===== src/rtl/fwd_ctrl_if.sv =====
// fwd_ctrl_if: bundle between ID/EX pipeline control and the forwarding/hazard
// controller.
//   ID side (into controller): id_valid_i, id_rs1_i, id_rs2_i, id_rs1_used_i,
//     id_rs2_used_i, id_rd_i, id_reg_write_i, id_mem_read_i, flush_i, hold_i
//   Controller side (out):      stall_o, ex_valid_o, fwd_a_sel_o, fwd_b_sel_o
// master = pipeline control driving ID fields; slave = fwd_ctrl.
interface fwd_ctrl_if #(
  parameter int REG_ADDR_WIDTH = 5
);
  logic                      id_valid_i;
  logic [REG_ADDR_WIDTH-1:0] id_rs1_i;
  logic [REG_ADDR_WIDTH-1:0] id_rs2_i;
  logic                      id_rs1_used_i;
  logic                      id_rs2_used_i;
  logic [REG_ADDR_WIDTH-1:0] id_rd_i;
  logic                      id_reg_write_i;
  logic                      id_mem_read_i;
  logic                      flush_i;
  logic                      hold_i;
  logic                      stall_o;
  logic                      ex_valid_o;
  logic [1:0]                fwd_a_sel_o;
  logic [1:0]                fwd_b_sel_o;

  modport master (
    output id_valid_i, id_rs1_i, id_rs2_i, id_rs1_used_i, id_rs2_used_i,
           id_rd_i, id_reg_write_i, id_mem_read_i, flush_i, hold_i,
    input  stall_o, ex_valid_o, fwd_a_sel_o, fwd_b_sel_o
  );

  modport slave (
    input  id_valid_i, id_rs1_i, id_rs2_i, id_rs1_used_i, id_rs2_used_i,
           id_rd_i, id_reg_write_i, id_mem_read_i, flush_i, hold_i,
    output stall_o, ex_valid_o, fwd_a_sel_o, fwd_b_sel_o
  );
endinterface


===== src/rtl/fwd_ctrl.sv =====
// fwd_ctrl: operand-forwarding select and load-use hazard controller.
// Tracks destination tags through EX (p0), MEM (p1), WB (p2) and RET (p3).
//   clk_i    : clock
//   rst_i    : synchronous active-high reset, clears all stage valid bits
//   bus      : fwd_ctrl_if.slave (ID record in; stall, EX valid, selects out)
// Select codes: 0=register file, 1=MEM, 2=WB, 3=RET (only when RET_FWD=1).
module fwd_ctrl #(
  parameter int REG_ADDR_WIDTH = 5,
  parameter bit RET_FWD        = 1'b1
) (
  input  logic         clk_i,
  input  logic         rst_i,
  fwd_ctrl_if.slave    bus
);

  typedef logic [REG_ADDR_WIDTH-1:0] reg_t;

  logic vld_p0, vld_p1, vld_p2, vld_p3;
  reg_t rs1_p0, rs2_p0;
  logic rs1_used_p0, rs2_used_p0, mem_read_p0;
  reg_t rd_p0, rd_p1, rd_p2, rd_p3;
  logic we_p0, we_p1, we_p2, we_p3;

  logic stall;
  logic load_p0;
  logic a_ok, a_mem, a_wb, a_ret;
  logic b_ok, b_mem, b_wb, b_ret;

  // x0 is never a producer, so a zero tag can never hit.
  function automatic logic tag_hit(logic vld, logic we, reg_t rd, reg_t rs);
    return vld & we & (rd != '0) & (rd == rs);
  endfunction

  // Youngest producer wins: MEM before WB before RET.
  function automatic logic [1:0] pick_sel(logic ok, logic hit_mem,
                                          logic hit_wb, logic hit_ret);
    logic [1:0] sel;
    sel = 2'd0;
    if (ok) begin
      if (hit_mem)                sel = 2'd1;
      else if (hit_wb)            sel = 2'd2;
      else if (RET_FWD && hit_ret) sel = 2'd3;
    end
    return sel;
  endfunction

  // EX stage: forwarding selects and load-use detection
  always_comb begin
    a_ok  = vld_p0 & rs1_used_p0 & (rs1_p0 != '0);
    a_mem = tag_hit(vld_p1, we_p1, rd_p1, rs1_p0);
    a_wb  = tag_hit(vld_p2, we_p2, rd_p2, rs1_p0);
    a_ret = tag_hit(vld_p3, we_p3, rd_p3, rs1_p0);
    b_ok  = vld_p0 & rs2_used_p0 & (rs2_p0 != '0);
    b_mem = tag_hit(vld_p1, we_p1, rd_p1, rs2_p0);
    b_wb  = tag_hit(vld_p2, we_p2, rd_p2, rs2_p0);
    b_ret = tag_hit(vld_p3, we_p3, rd_p3, rs2_p0);
    load_p0 = vld_p0 & mem_read_p0 & we_p0 & (rd_p0 != '0);
    // Flush kills the ID instruction, so it can never request a stall.
    stall = load_p0 & bus.id_valid_i & ~bus.flush_i &
            ((bus.id_rs1_used_i & (bus.id_rs1_i == rd_p0)) |
             (bus.id_rs2_used_i & (bus.id_rs2_i == rd_p0)));
  end

  assign bus.stall_o     = stall;
  assign bus.ex_valid_o  = vld_p0;
  assign bus.fwd_a_sel_o = pick_sel(a_ok, a_mem, a_wb, a_ret);
  assign bus.fwd_b_sel_o = pick_sel(b_ok, b_mem, b_wb, b_ret);

  // Stage advance: valid bits (control)
  always_ff @(posedge clk_i) begin
    if (rst_i) begin
      vld_p0 <= 1'b0;
      vld_p1 <= 1'b0;
      vld_p2 <= 1'b0;
      vld_p3 <= 1'b0;
    end else if (!bus.hold_i) begin
      vld_p0 <= bus.id_valid_i & ~stall & ~bus.flush_i;
      vld_p1 <= vld_p0;
      vld_p2 <= vld_p1;
      vld_p3 <= vld_p2;
    end
  end

  // Stage advance: tag fields (qualified by the valid bits above)
  always_ff @(posedge clk_i) begin
    if (!bus.hold_i) begin
      rs1_p0      <= bus.id_rs1_i;
      rs2_p0      <= bus.id_rs2_i;
      rs1_used_p0 <= bus.id_rs1_used_i;
      rs2_used_p0 <= bus.id_rs2_used_i;
      rd_p0       <= bus.id_rd_i;
      we_p0       <= bus.id_reg_write_i;
      mem_read_p0 <= bus.id_mem_read_i;
      rd_p1       <= rd_p0;
      we_p1       <= we_p0;
      rd_p2       <= rd_p1;
      we_p2       <= we_p1;
      rd_p3       <= rd_p2;
      we_p3       <= we_p2;
    end
  end

endmodule


===== src/flat_wrapper.sv =====
// flat-port wrapper written by rule: the top's interface ports become plain ports
module fwd_ctrl_flat 
#(
  parameter int REG_ADDR_WIDTH = 5,
  parameter bit RET_FWD        = 1'b1
)
  (clk_i, rst_i, bus_id_valid_i, bus_id_rs1_i, bus_id_rs2_i, bus_id_rs1_used_i, bus_id_rs2_used_i, bus_id_rd_i, bus_id_reg_write_i, bus_id_mem_read_i, bus_flush_i, bus_hold_i, bus_stall_o, bus_ex_valid_o, bus_fwd_a_sel_o, bus_fwd_b_sel_o);
  fwd_ctrl_if #(.REG_ADDR_WIDTH(REG_ADDR_WIDTH)) bus_i ();
  input  logic clk_i;
  input  logic rst_i;
  input wire logic [$bits(bus_i.id_valid_i)-1:0] bus_id_valid_i;
  input wire logic [$bits(bus_i.id_rs1_i)-1:0] bus_id_rs1_i;
  input wire logic [$bits(bus_i.id_rs2_i)-1:0] bus_id_rs2_i;
  input wire logic [$bits(bus_i.id_rs1_used_i)-1:0] bus_id_rs1_used_i;
  input wire logic [$bits(bus_i.id_rs2_used_i)-1:0] bus_id_rs2_used_i;
  input wire logic [$bits(bus_i.id_rd_i)-1:0] bus_id_rd_i;
  input wire logic [$bits(bus_i.id_reg_write_i)-1:0] bus_id_reg_write_i;
  input wire logic [$bits(bus_i.id_mem_read_i)-1:0] bus_id_mem_read_i;
  input wire logic [$bits(bus_i.flush_i)-1:0] bus_flush_i;
  input wire logic [$bits(bus_i.hold_i)-1:0] bus_hold_i;
  output wire logic [$bits(bus_i.stall_o)-1:0] bus_stall_o;
  output wire logic [$bits(bus_i.ex_valid_o)-1:0] bus_ex_valid_o;
  output wire logic [$bits(bus_i.fwd_a_sel_o)-1:0] bus_fwd_a_sel_o;
  output wire logic [$bits(bus_i.fwd_b_sel_o)-1:0] bus_fwd_b_sel_o;
  assign bus_i.id_valid_i = bus_id_valid_i;
  assign bus_i.id_rs1_i = bus_id_rs1_i;
  assign bus_i.id_rs2_i = bus_id_rs2_i;
  assign bus_i.id_rs1_used_i = bus_id_rs1_used_i;
  assign bus_i.id_rs2_used_i = bus_id_rs2_used_i;
  assign bus_i.id_rd_i = bus_id_rd_i;
  assign bus_i.id_reg_write_i = bus_id_reg_write_i;
  assign bus_i.id_mem_read_i = bus_id_mem_read_i;
  assign bus_i.flush_i = bus_flush_i;
  assign bus_i.hold_i = bus_hold_i;
  assign bus_stall_o = bus_i.stall_o;
  assign bus_ex_valid_o = bus_i.ex_valid_o;
  assign bus_fwd_a_sel_o = bus_i.fwd_a_sel_o;
  assign bus_fwd_b_sel_o = bus_i.fwd_b_sel_o;
  fwd_ctrl #(.REG_ADDR_WIDTH(REG_ADDR_WIDTH), .RET_FWD(RET_FWD)) u_core (.clk_i(clk_i), .rst_i(rst_i), .bus(bus_i));
endmodule

===== config.mk =====
export PLATFORM = sky130hd
export DESIGN_NAME = fwd_ctrl_flat
export DESIGN_NICKNAME = d
export VERILOG_FILES = /design/src/rtl/fwd_ctrl_if.sv /design/src/rtl/fwd_ctrl.sv /design/src/flat_wrapper.sv
export SDC_FILE = /design/constraint.sdc
export NUM_CORES = 1
export LEC_CHECK = 0
export CAP_MARGIN = 5
export CORE_MARGIN = 2
export CORE_UTILIZATION = 60
export DETAILED_ROUTE_END_ITERATION = 8
export DONT_BUFFER_PORTS = 1
export GPL_ROUTABILITY_DRIVEN = 0
export GPL_TIMING_DRIVEN = 0
export PLACE_DENSITY = 0.83
export SLEW_MARGIN = 20
export SYNTH_ARGS = -nofsm -noshare
export SYNTH_HDL_FRONTEND = slang
export SYNTH_SLANG_ARGS = --single-unit
export TNS_END_PERCENT = 50

===== constraint.sdc =====
create_clock -name clk_i -period 2.4 [get_ports clk_i]
set_input_delay 0.48 -clock clk_i [delete_from_list [all_inputs] [get_ports clk_i]]
set_output_delay 0.48 -clock clk_i [all_outputs]
set_load 0.1 [all_outputs]

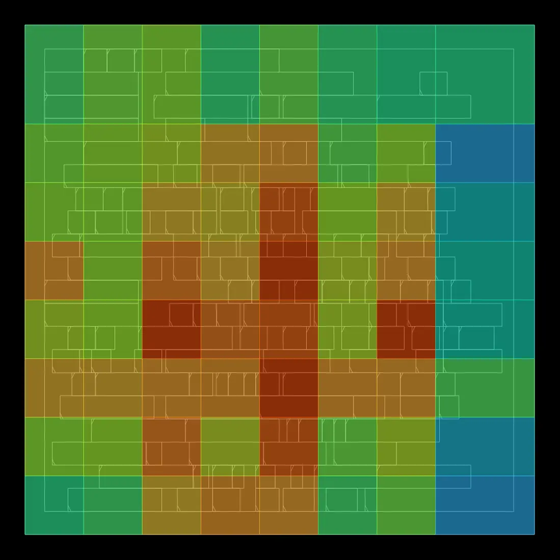
(routing congestion map)
met1 usage: 28.1%
Avg WL per Cell: 18.9 um

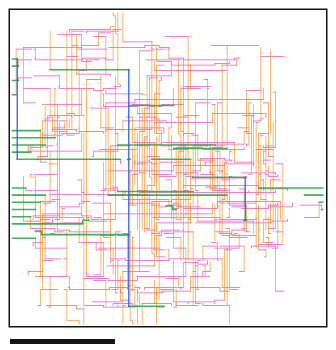
(signal wires by layer)
The bar under the picture is 20 um long.
color	layer	wire length
orange	metal 2	1770 um
magenta	metal 1	1340 um
green	metal 3	239 um
blue	metal 4	72.1 um
GRT Total Usage: 22.9%
DR vias: 1112
total wire length: 3410 um

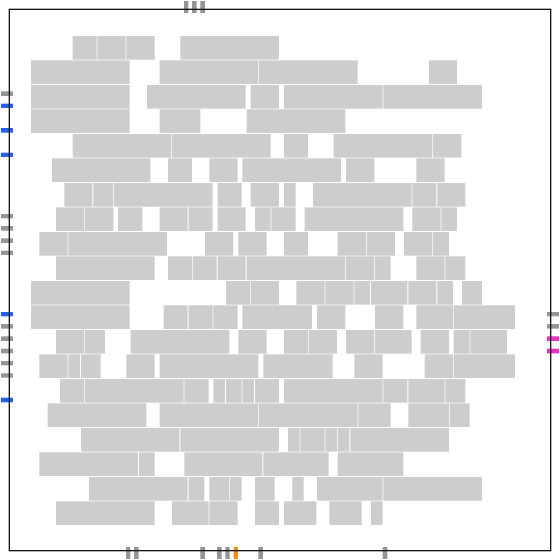
(I/O pins on the die edge)
Pins as bars across the die edge, other pins in gray.
color	port	pins	direction	edge
blue	bus_id_rd_i	5	input	left
orange	bus_ex_valid_o	1	output	bottom
magenta	bus_fwd_a_sel_o	2	output	right
all pins by edge	15 left, 8 bottom, 4 right, 3 top
Die W: 59.9 um
Die Y: 59.9 um

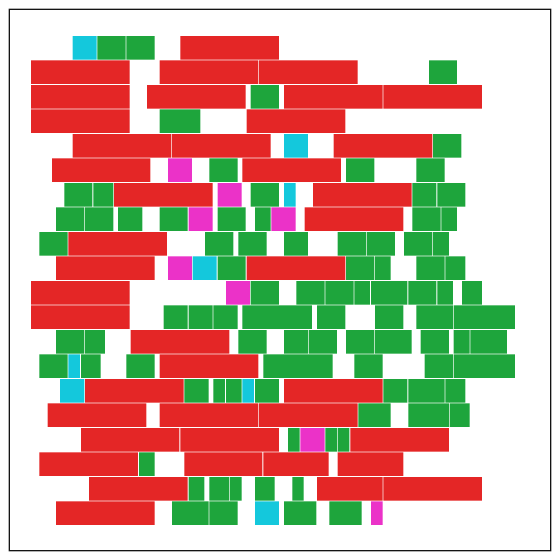
(placement by cell class)
color	class	cells	share of their area
magenta	other buffers and delay cells	8	2.7%
cyan	clock drivers and dummy loads	8	2.4%
red	flops	41	58%
green	combinational and other logic	91	37%
Util after Layout: 70.2%
fraction of area in registers: 56.7%
core area: 3000 um^2
final instance area: 2110 um^2

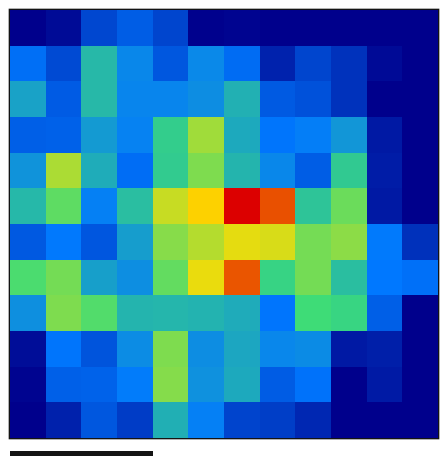
(routed metal per tile)
The bar under the picture is 20 um long. The die is cut into 12 by 12 equal tiles; dark blue is low, red is high, scaled to the fullest tile. Values are wire area over tile area, all layers added.
tiles over half the peak	18%
nearly empty tiles	16%
densest ninth of the die	center
mean over tiles	0.15
fullest tile	0.54

==> CHANGELOG.md <==
### Metrics

* # resized after CTS at 8
* Layout clock area frac at 2.32%
* Synth Register Bits at 41
* Violated checks: setup timing
* Crit path DAT at 2580 ps
* Biggest Area Class: flip-flops and latches
* Top Consumer: registers
* Non-clk invs at 2
* Cell Type Count at 22
* Worst hold path endpoint: u_core.vld_p3
* Post-CTS Setup Repair Bufs at 7
* Final tally of setup violations at 5
* Hold_buf cts at 0
* Slew Limit Fails at 0
* Worst Setup EP: bus_fwd_a_sel_o[1]
* Largest net degree at the start of global routing at 39
* Synth top area share at 59.2%
* Number of vias per cell at 6.14
* CTS H-Tree Depth at 2
* WL met3 at 238 um
* Chip area at 3590 um^2
* Synthesis area per yosys at 1880 um^2
* DP Wirelength at 2420 um
* Layout Nets at 171
* Rows at 20
* Initial Util at 62.5%
* Reg-to-reg endpoint: u_core.bus.ex_valid_o
* TritonCTS buffer count at 5
* Slew at the pin with the worst max-slew slack at 1040 ps
* Status: finished, violations left
* Leak at 0.000678 uW
* Top cells, area: edfxtp_1, xnor2_1, xor2_1
* Inserted Diodes at 0
* Fin. Hold Viols at 0
* Non-Filler Instances at 181
* Setup CP Type: reg2out
* Share of cells above drive strength 1 at 17.6%
* Reg area at 1190 um^2
* Main logic family: XOR/XNOR gates
* Non-CTS buffers at 8
* Hold Worst Slack at 192 ps
* Adders+Majority by Area at 0%
* Max VDD drop at 0.000544 V
* CP most frequent cell: or4_4
* Cell area power density at 636 nW/um^2
* Unrepaired setup endpoints after global routing: yes
* Late-Pin Clk Latency at 350 ps
* Syn Area/Cell at 14.1 um^2
* Reg-to-reg critical path startpoint: u_core.rd_p0[0]
* Total grt overflow at 0
* Vias in the first global route at 1155
* Layout Skew at 6.10 ps
* Delay of the slowest critical-path stage at 850 ps
* ANT nets after route at 0
* Combinational share of cell area at 36.0%
* Slowest CP cell: nor3b_4
* Placed cell count at 166
* Clock Tree Buf Depth at 2
* Total power draw at 1340 uW
* CP cell instances: or4_4, o211ai_1, or4_4, nand2b_1, nor3b_4
* Combinational power at 135 uW
* Post-placement setup slack at -348 ps
* Top cells excl fill/tap: edfxtp_1, xor2_1, xnor2_1
* CTS tree: built
* Clock edge transition at the registers on the reported setup and hold paths at 110 ps
* Worst Slack Setup Final at -659 ps
* DP Area at 1960 um^2
* 1st-pass router iterations at 4
-- worst max-delay path, delay by kind of cell (launching register included) --
kind            cells  cell delay (ps)
compound gates      1              100
simple gates        4             1660
flops               1              470
-- state kept, by name (all words and copies together) (netlist names), 5 cells and up --
name and cells:
u_core.rd_p2 5, u_core.rd_p3 5, u_core.rd_p1 5, u_core.rs2_p0 5, u_core.rs1_p0 5, u_core.rd_p0 5
-- synthesized netlist by cell type (all sizes together) --
library cell and number:
and3 1, nand3 7, edfxtp 37, o211ai 5
mux2i 3, or4 8, inv 2, nor4 6
o31a 1, a21oi 2, nor3b 3, xnor2 20
dfxtp 4, nand2b 2, clkbuf 1, and2 1
o21ai 1, a31oi 2, xor2 20, nor2 7
Power is estimated from default activity; no workload was simulated.
